`config.mk`:
```
export PLATFORM = sky130hd
export DESIGN_NAME = ritc_dac_servo
export DESIGN_NICKNAME = d
export VERILOG_FILES = /design/src/rtl/ritc_dac_servo.sv
export SDC_FILE = /design/constraint.sdc
export NUM_CORES = 1
export LEC_CHECK = 0
export CORE_UTILIZATION = 62
export DETAILED_ROUTE_END_ITERATION = 7
export GPL_TIMING_DRIVEN = 0
export PLACE_DENSITY = 0.95
export SYNTH_ARGS = -nofsm -noshare
export SYNTH_HDL_FRONTEND = slang
export SYNTH_SLANG_ARGS = --single-unit
```
`constraint.sdc`:
```
create_clock -name clk_i -period 10.39 [get_ports clk_i]
set_clock_uncertainty 0.2 [all_clocks]
set_input_delay 2.078 -clock clk_i [delete_from_list [all_inputs] [get_ports clk_i]]
set_output_delay 2.078 -clock clk_i [all_outputs]
set_load 0.01 [all_outputs]
```
`src/rtl/ritc_dac_servo.sv`:
```
// Threshold servo for the RITC dual DAC: steps a 12-bit value per RITC from rate samples and requests reloads.
// Define RITC_DAC_SERVO_PROPORTIONAL_EN for an error-proportional step instead of the fixed reg 2 step.
`timescale 1ns/1ps
module ritc_dac_servo #(
  parameter int RATE_BITS    = 16,
  parameter int DAC_BITS     = 12,
  parameter int INIT_VALUE   = 2048,
  parameter int DEFAULT_STEP = 1,
  parameter int BUSY_TIMEOUT = 15,
  parameter int GAIN_SHIFT   = 4,
  parameter int MAX_STEP     = 64
) (
  input  logic                 clk_i,
  input  logic                 rst_n_i,
  input  logic                 rate_valid_i,
  input  logic                 rate_sel_i,
  input  logic [RATE_BITS-1:0] rate_i,
  input  logic                 user_sel_i,
  input  logic                 user_wr_i,
  input  logic [1:0]           user_addr_i,
  input  logic [31:0]          user_dat_i,
  output logic [31:0]          user_dat_o,
  input  logic                 loader_busy_i,
  output logic                 servo_addr_o,
  output logic                 servo_wr_o,
  output logic                 servo_update_o,
  output logic [DAC_BITS-1:0]  servo_o
);

  // state   | meaning
  // IDLE    | waiting for an accepted rate sample
  // CALC    | compare against target, compute new value
  // WRITE   | servo_wr_o strobe into DAC BRAM
  // UPDATE  | servo_update_o reload request
  // WAIT_HI | waiting for loader busy to rise (bounded)
  // WAIT_LO | waiting for loader busy to fall
  typedef enum logic [2:0] {
    IDLE    = 3'd0,
    CALC    = 3'd1,
    WRITE   = 3'd2,
    UPDATE  = 3'd3,
    WAIT_HI = 3'd4,
    WAIT_LO = 3'd5
  } state_t;

  localparam int CNT_W = $clog2(BUSY_TIMEOUT + 1);

  state_t               state;
  logic [1:0]           en;
  logic                 pause;
  logic                 dropped;
  logic                 timeout;
  logic [RATE_BITS-1:0] target0, target1, deadband;
  logic [DAC_BITS-1:0]  value0, value1;
  logic                 lat_sel;
  logic [RATE_BITS-1:0] lat_rate, lat_target;
  logic [CNT_W-1:0]     busy_cnt;
`ifndef RITC_DAC_SERVO_PROPORTIONAL_EN
  logic [DAC_BITS-1:0]  step;
`endif

  logic                 wr_en, preset_req, accept_ok, accept, drop, paused;
  logic [RATE_BITS:0]   err_raw, abs_err;
  logic                 in_band;
  logic [DAC_BITS-1:0]  step_eff, cur, up_val, dn_val, next_val;
  logic [DAC_BITS:0]    sum;
  logic                 unused_ok;

  assign unused_ok  = &{1'b0, user_dat_i};
  assign wr_en      = user_sel_i & user_wr_i;
  assign preset_req = wr_en && (user_addr_i == 2'd3) && (state == IDLE);
  assign accept_ok  = rate_valid_i && (state == IDLE) && !pause && en[rate_sel_i];
  // A same-cycle preset beats the sample so the preset value is never stepped over.
  assign accept     = accept_ok && !preset_req;
  assign drop       = rate_valid_i && ((state != IDLE) || (accept_ok && preset_req));
  assign paused     = pause && (state == IDLE);

  assign err_raw = {1'b0, lat_rate} - {1'b0, lat_target};
  assign abs_err = err_raw[RATE_BITS] ? (~err_raw + 1'b1) : err_raw;
  assign in_band = abs_err <= {1'b0, deadband};

`ifdef RITC_DAC_SERVO_PROPORTIONAL_EN
  logic [RATE_BITS:0] shifted;
  assign shifted = abs_err >> GAIN_SHIFT;
  always_comb begin
    step_eff = DAC_BITS'(shifted);
    if (shifted > (RATE_BITS+1)'(MAX_STEP)) step_eff = DAC_BITS'(MAX_STEP);
    else if (shifted == '0)                 step_eff = DAC_BITS'(1);
  end
`else
  assign step_eff = step;
`endif

  assign cur      = lat_sel ? value1 : value0;
  assign sum      = {1'b0, cur} + {1'b0, step_eff};
  assign up_val   = sum[DAC_BITS] ? '1 : sum[DAC_BITS-1:0];
  assign dn_val   = (step_eff > cur) ? '0 : cur - step_eff;
  assign next_val = err_raw[RATE_BITS] ? dn_val : up_val;

  always_comb begin
    user_dat_o = '0;
    case (user_addr_i)
      2'd0: begin
        user_dat_o[1:0] = en;
        user_dat_o[2]   = pause;
        user_dat_o[3]   = paused;
        user_dat_o[4]   = dropped;
        user_dat_o[5]   = timeout;
        user_dat_o[8:6] = state;
      end
      2'd1: begin
        user_dat_o[RATE_BITS-1:0]  = target0;
        user_dat_o[16 +: RATE_BITS] = target1;
      end
      2'd2: begin
        user_dat_o[RATE_BITS-1:0] = deadband;
`ifndef RITC_DAC_SERVO_PROPORTIONAL_EN
        user_dat_o[16 +: DAC_BITS] = step;
`endif
      end
      default: begin
        user_dat_o[DAC_BITS-1:0]   = value0;
        user_dat_o[16 +: DAC_BITS] = value1;
      end
    endcase
  end

  always_ff @(posedge clk_i) begin
    if (!rst_n_i) begin
      state          <= IDLE;
      en             <= '0;
      pause          <= 1'b0;
      dropped        <= 1'b0;
      timeout        <= 1'b0;
      target0        <= '0;
      target1        <= '0;
      deadband       <= '0;
`ifndef RITC_DAC_SERVO_PROPORTIONAL_EN
      step           <= DAC_BITS'(DEFAULT_STEP);
`endif
      value0         <= DAC_BITS'(INIT_VALUE);
      value1         <= DAC_BITS'(INIT_VALUE);
      lat_sel        <= 1'b0;
      lat_rate       <= '0;
      lat_target     <= '0;
      busy_cnt       <= '0;
      servo_addr_o   <= 1'b0;
      servo_wr_o     <= 1'b0;
      servo_update_o <= 1'b0;
      servo_o        <= '0;
    end else begin
      servo_wr_o     <= 1'b0;
      servo_update_o <= 1'b0;

      if (wr_en) begin
        case (user_addr_i)
          2'd0: begin
            en    <= user_dat_i[1:0];
            pause <= user_dat_i[2];
            if (user_dat_i[4]) dropped <= 1'b0;
            if (user_dat_i[5]) timeout <= 1'b0;
          end
          2'd1: begin
            target0 <= user_dat_i[RATE_BITS-1:0];
            target1 <= user_dat_i[16 +: RATE_BITS];
          end
          2'd2: begin
            deadband <= user_dat_i[RATE_BITS-1:0];
`ifndef RITC_DAC_SERVO_PROPORTIONAL_EN
            step     <= user_dat_i[16 +: DAC_BITS];
`endif
          end
          default: begin
            if (state == IDLE) begin
              if (user_dat_i[12]) value1 <= user_dat_i[DAC_BITS-1:0];
              else                value0 <= user_dat_i[DAC_BITS-1:0];
            end
          end
        endcase
      end

      if (drop) dropped <= 1'b1;

      case (state)
        IDLE: begin
          if (accept) begin
            lat_sel    <= rate_sel_i;
            lat_rate   <= rate_i;
            lat_target <= rate_sel_i ? target1 : target0;
            state      <= CALC;
          end
        end
        CALC: begin
          if (in_band) begin
            state <= IDLE;
          end else begin
            if (lat_sel) value1 <= next_val;
            else         value0 <= next_val;
            servo_o      <= next_val;
            servo_addr_o <= lat_sel;
            servo_wr_o   <= 1'b1;
            state        <= WRITE;
          end
        end
        WRITE: begin
          servo_update_o <= 1'b1;
          state          <= UPDATE;
        end
        UPDATE: begin
          busy_cnt <= CNT_W'(BUSY_TIMEOUT - 1);
          state    <= WAIT_HI;
        end
        WAIT_HI: begin
          if (loader_busy_i) begin
            state <= WAIT_LO;
          end else if (busy_cnt == '0) begin
            timeout <= 1'b1;
            state   <= IDLE;
          end else begin
            busy_cnt <= busy_cnt - 1'b1;
          end
        end
        WAIT_LO: begin
          if (!loader_busy_i) state <= IDLE;
        end
        default: state <= IDLE;
      endcase
    end
  end

endmodule

```
Fig. 1: clock nets
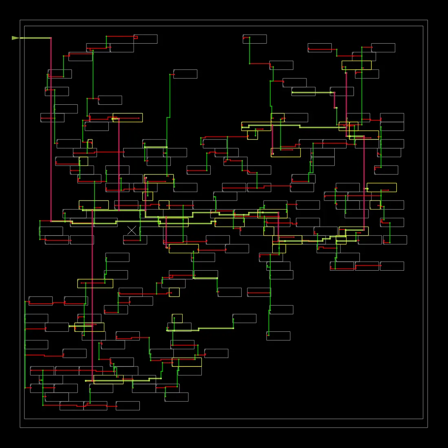
CTS sink count: 144
clock buffers: 18
clk latency late pin: 0.44 ns
TritonCTS Buffers: 17
clock group total power: 0.610 mW

Fig. 2: clock wires, drivers and flops
(4 px per um)
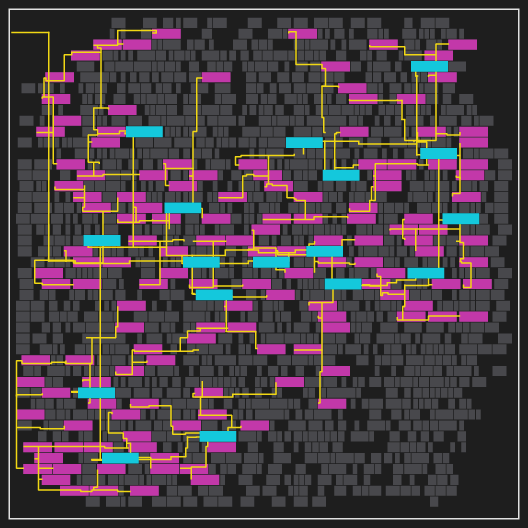
[cyan] cells driving clock nets | count: 17
[yellow] clock wires | length: 1800 um
[magenta] flip-flops | count: 144
routed clock nets	18
Clk pwr share: 0.355

==> GITHUB_STEP_SUMMARY <==
### Flow metrics

| Metric | Value |
|---|---|
| WL/cell | 20.8 um |
| Routed WL | 32.3 mm |
| Setup CP Type | in2out |
| Synth cell types | 62 |
| Post-synth EDFFs | 0 |
| Pleak | 4.55 nW |
| Post-route ant nets | 0 |
| Sequential element share of the synthesized area | 0.298 |
| ANT cells | 0 |
| Status | finished, violations left |
| HP Class | reg2reg |
| CP endpoint kind | primary output |
| FP Util | 0.637 |
| WP data required | 8.11 ns |
| Final Hold Vio Count | 0 |
| Cts repair resizes | 0 |
| Max-area cell share | 0.298 |
| Cell area power density | 149 nW/um2 |
| Vias post-DR | 10200 |
| Synth-to-layout area growth | 18.9% |
| Synthesized area | 9690 um2 |
| Asr flop ratio synth | 0 |
| Dominant flop cell | dfxtp_1 |
| Die height | 127 um |
| VDD IR max | 0.162 mV |
| WP data arrival | 5.14 ns |
| # Cells Yosys | ~1200 |
| Crit-path max FO | 10 |
| Switching part of the total | 0.349 |
| Worst-Margin Slew | approximately 1.0 ns |
| Fin util | 0.758 |
| Gate power share | 0.306 |
| Vias in the first global route | 9247 |
| Final setup violation count | 0 |
| GR Util All Layers | 0.398 |
| Seq pwr share | 0.339 |
| Starting DRT DRC Count | 1505 |
| Post-DR vias/cell | between 6 and 7 |
| CTS H-tree lvls | 4 |
| Critical Path Source Type | primary input |
| Internal power | around 1.1 mW |
| Fraction of layout instances using a drive strength above 1 | 0.0403 |
| Nets | about 1500 |
| Syn Area/Cell | 7.86 um2 |
| Die area | 16100 um2 |
| Initial antenna violation count | 0 |
| Synth top cell by count | nand2_1 |
| 1st-pass router iterations | 8 |
| CTS Hold Bufs | 0 |
| FF-to-FF path depth | 22 |
| Period minus WS final | 7.42 ns |
| Synth area leader | dfxtp_1 |
| Worst-path clk slew | around 0.060 ns |
| DRC violations left | 1 |
| Main area contributors | dfxtp_1 30%, nand2_1 10%, ha_1 8.1% |
| CTS Root Cell | clkbuf_16 |
| Flops after synth | 144 |
| TritonCTS clock tree | built |
| GPL Wtd Cong | between 1 and 1.5 |
| Setup TNS | 0 ns |
| Post-CTS setup buffers | 0 |
| Hold path cells | 2 |
| Sw power | roughly 0.6 mW |
| HPWL Detailed | 24.1 mm |
| IO Pins | 104 |
| Grt ovf | 0 |
| First-pass GRT wire length | 49.2 mm |
| Slew headroom | 0.308 |
| Fmax | 135 MHz |
| Unrepaired setup endpoints after global routing | false |
| Yosys stat area | between 9000 and 10000 um2 |
| Syn_nets | approximately 1400 |
| Cycle use final | 0.714 |
| FP Rows | approximately 45 |
| OpenROAD warning count | 43 |
| Slew Viols, Final | 0 |
| Largest net degree at the start of global routing | 17 |
| Floorplan core area | 15200 um2 |
| Top cells by count, synth | 258 x nand2_1, 144 x dfxtp_1, 83 x a21boi_0, 77 x inv_1, 65 x clkbuf_1 |
| Failing checks | DRC |
| Max cap viols | 0 |
| Gate count of the mapped netlist | 1232 |
| Chip width | around 130 um |
| Yosys warns | 0 |
| Longest Clk Path Bufs | 2 |
| IO Port Bufs | approximately 100 |
Fig. 3: local utilization
(2 px per um) 13 x 13 tiles, from black (low) to pale yellow (high), 0 to 100% covered.
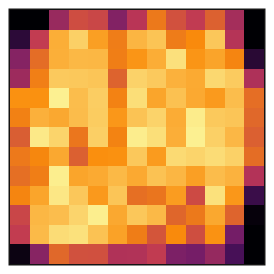
nearly empty tiles	4.1%
tiles over 75% full	56%
emptiest ninth of the die	lower right
fullest tile	97%
mean over tiles	70%

==> path summary, 6_finish.rpt <==
check | startpoint | end | slack, ns
hold reg to reg | servo_o[1] | servo_o[1] | 0.26
setup reg to reg | lat_target[11] | value0[5] | 4.09
hold / removal | servo_o[1] | servo_o[1] | 0.26
setup / recovery | user_addr_i[0] | user_dat_o[9] | 2.97
==> metal layers <==
metal | up-vias | share of wire | global-route usage
li1 | 4546 | - | -
met1 | 4687 | 0.40 | 0.530
met2 | 783 | 0.42 | 0.607
met3 | 154 | 0.13 | 0.0942
met4 | 0 | 0.051 | 0.190
met5 | - | 0 | 0
==> registers in the layout, indices dropped and copies added (netlist names), 12 cells and up <==
name and flops:
deadband 16, lat_rate 16, lat_target 16, target0 16, target1 16, servo_o 12, step 12, value0 12
value1 12
==> worst max-delay path, stage by stage <==
cell and delay (ns):
clkdlybuf4s50_1 0.47, inv_1 0.10, ha_1 0.27, clkbuf_1 0.49, buf_1 0.56, a22oi_1 0.22, o21ai_0 0.35, clkdlybuf4s50_1 0.60
==> layout by cell type (no fill, tap or decap), drive strengths merged, types with 8 or more instances in the layout <==
| cell type | instances |
|---|---|
| a31oi | 10 |
| a21o | 13 |
| o211ai | 10 |
| and3 | 8 |
| nor3 | 16 |
| inv | 86 |
| nor2 | 43 |
| and2 | 9 |
| a22oi | 21 |
| xnor2 | 17 |
| or2 | 8 |
| a21boi | 83 |
| xor2 | 11 |
| nand2 | 258 |
| a222oi | 8 |
| dfxtp | 144 |
| ha | 63 |
| a21oi | 39 |
| buf | 11 |
| clkbuf | 83 |
| or3 | 8 |
| nand3 | 14 |
| o211a | 17 |
| o21ai | 56 |
| nor2b | 32 |
| mux2i | 59 |
| nand2b | 14 |
| mux2 | 21 |
| clkdlybuf4s50 | 102 |
| o21a | 12 |
| o31ai | 9 |
==> metrics by stage <==
stage                     setup slack (ns)  power [mW]  area, um2  std cells  hold slack (ns)
final                                 2.97        1.72      11500       1554            0.264
after global routing                  2.86        1.78      11500       1554            0.280
after CTS                             3.09        1.69      11500       1554            0.269
after detailed placement              3.12        1.09      10900       1522            0.260
after global placement                3.14        1.08      10900       1522            0.249
after floorplan                       4.80       0.935       9690       1232            0.243
==> power by group through the flow <==
stage               logic [mW]  clock network [mW]  registers (mW)
floorplan                0.343                   0           0.593
global placement         0.491                   0           0.594
detailed placement       0.500                   0           0.595
CTS                      0.507               0.606           0.582
global route             0.563               0.629           0.584
finish                   0.526               0.610           0.584
==> final cells by class <==
cell class,instances,area (um2)
clock buffer,18,429
tap,188,235
multi-input combinational,935,6220
fill,1121,3680
timing repair buffer,102,1020
sequential,144,2880
buffer,76,295
inverter,77,289
clock inverter,14,146
==> cells by family (layout without fill, tap and decap cells) <==
kind of cell | count (synthesis) | after routing | share of synthesized area
compound gates | 318 | 318 | 0.234
xor+xnor | 28 | 28 | 0.0253
fa+ha+maj | 66 | 66 | 0.0876
buf+inv | 153 | 287 | 0.0603
flops | 144 | 144 | 0.298
mux | 80 | 80 | 0.0869
simple gates | 443 | 443 | 0.208
Power is estimated from default activity; no workload was simulated.
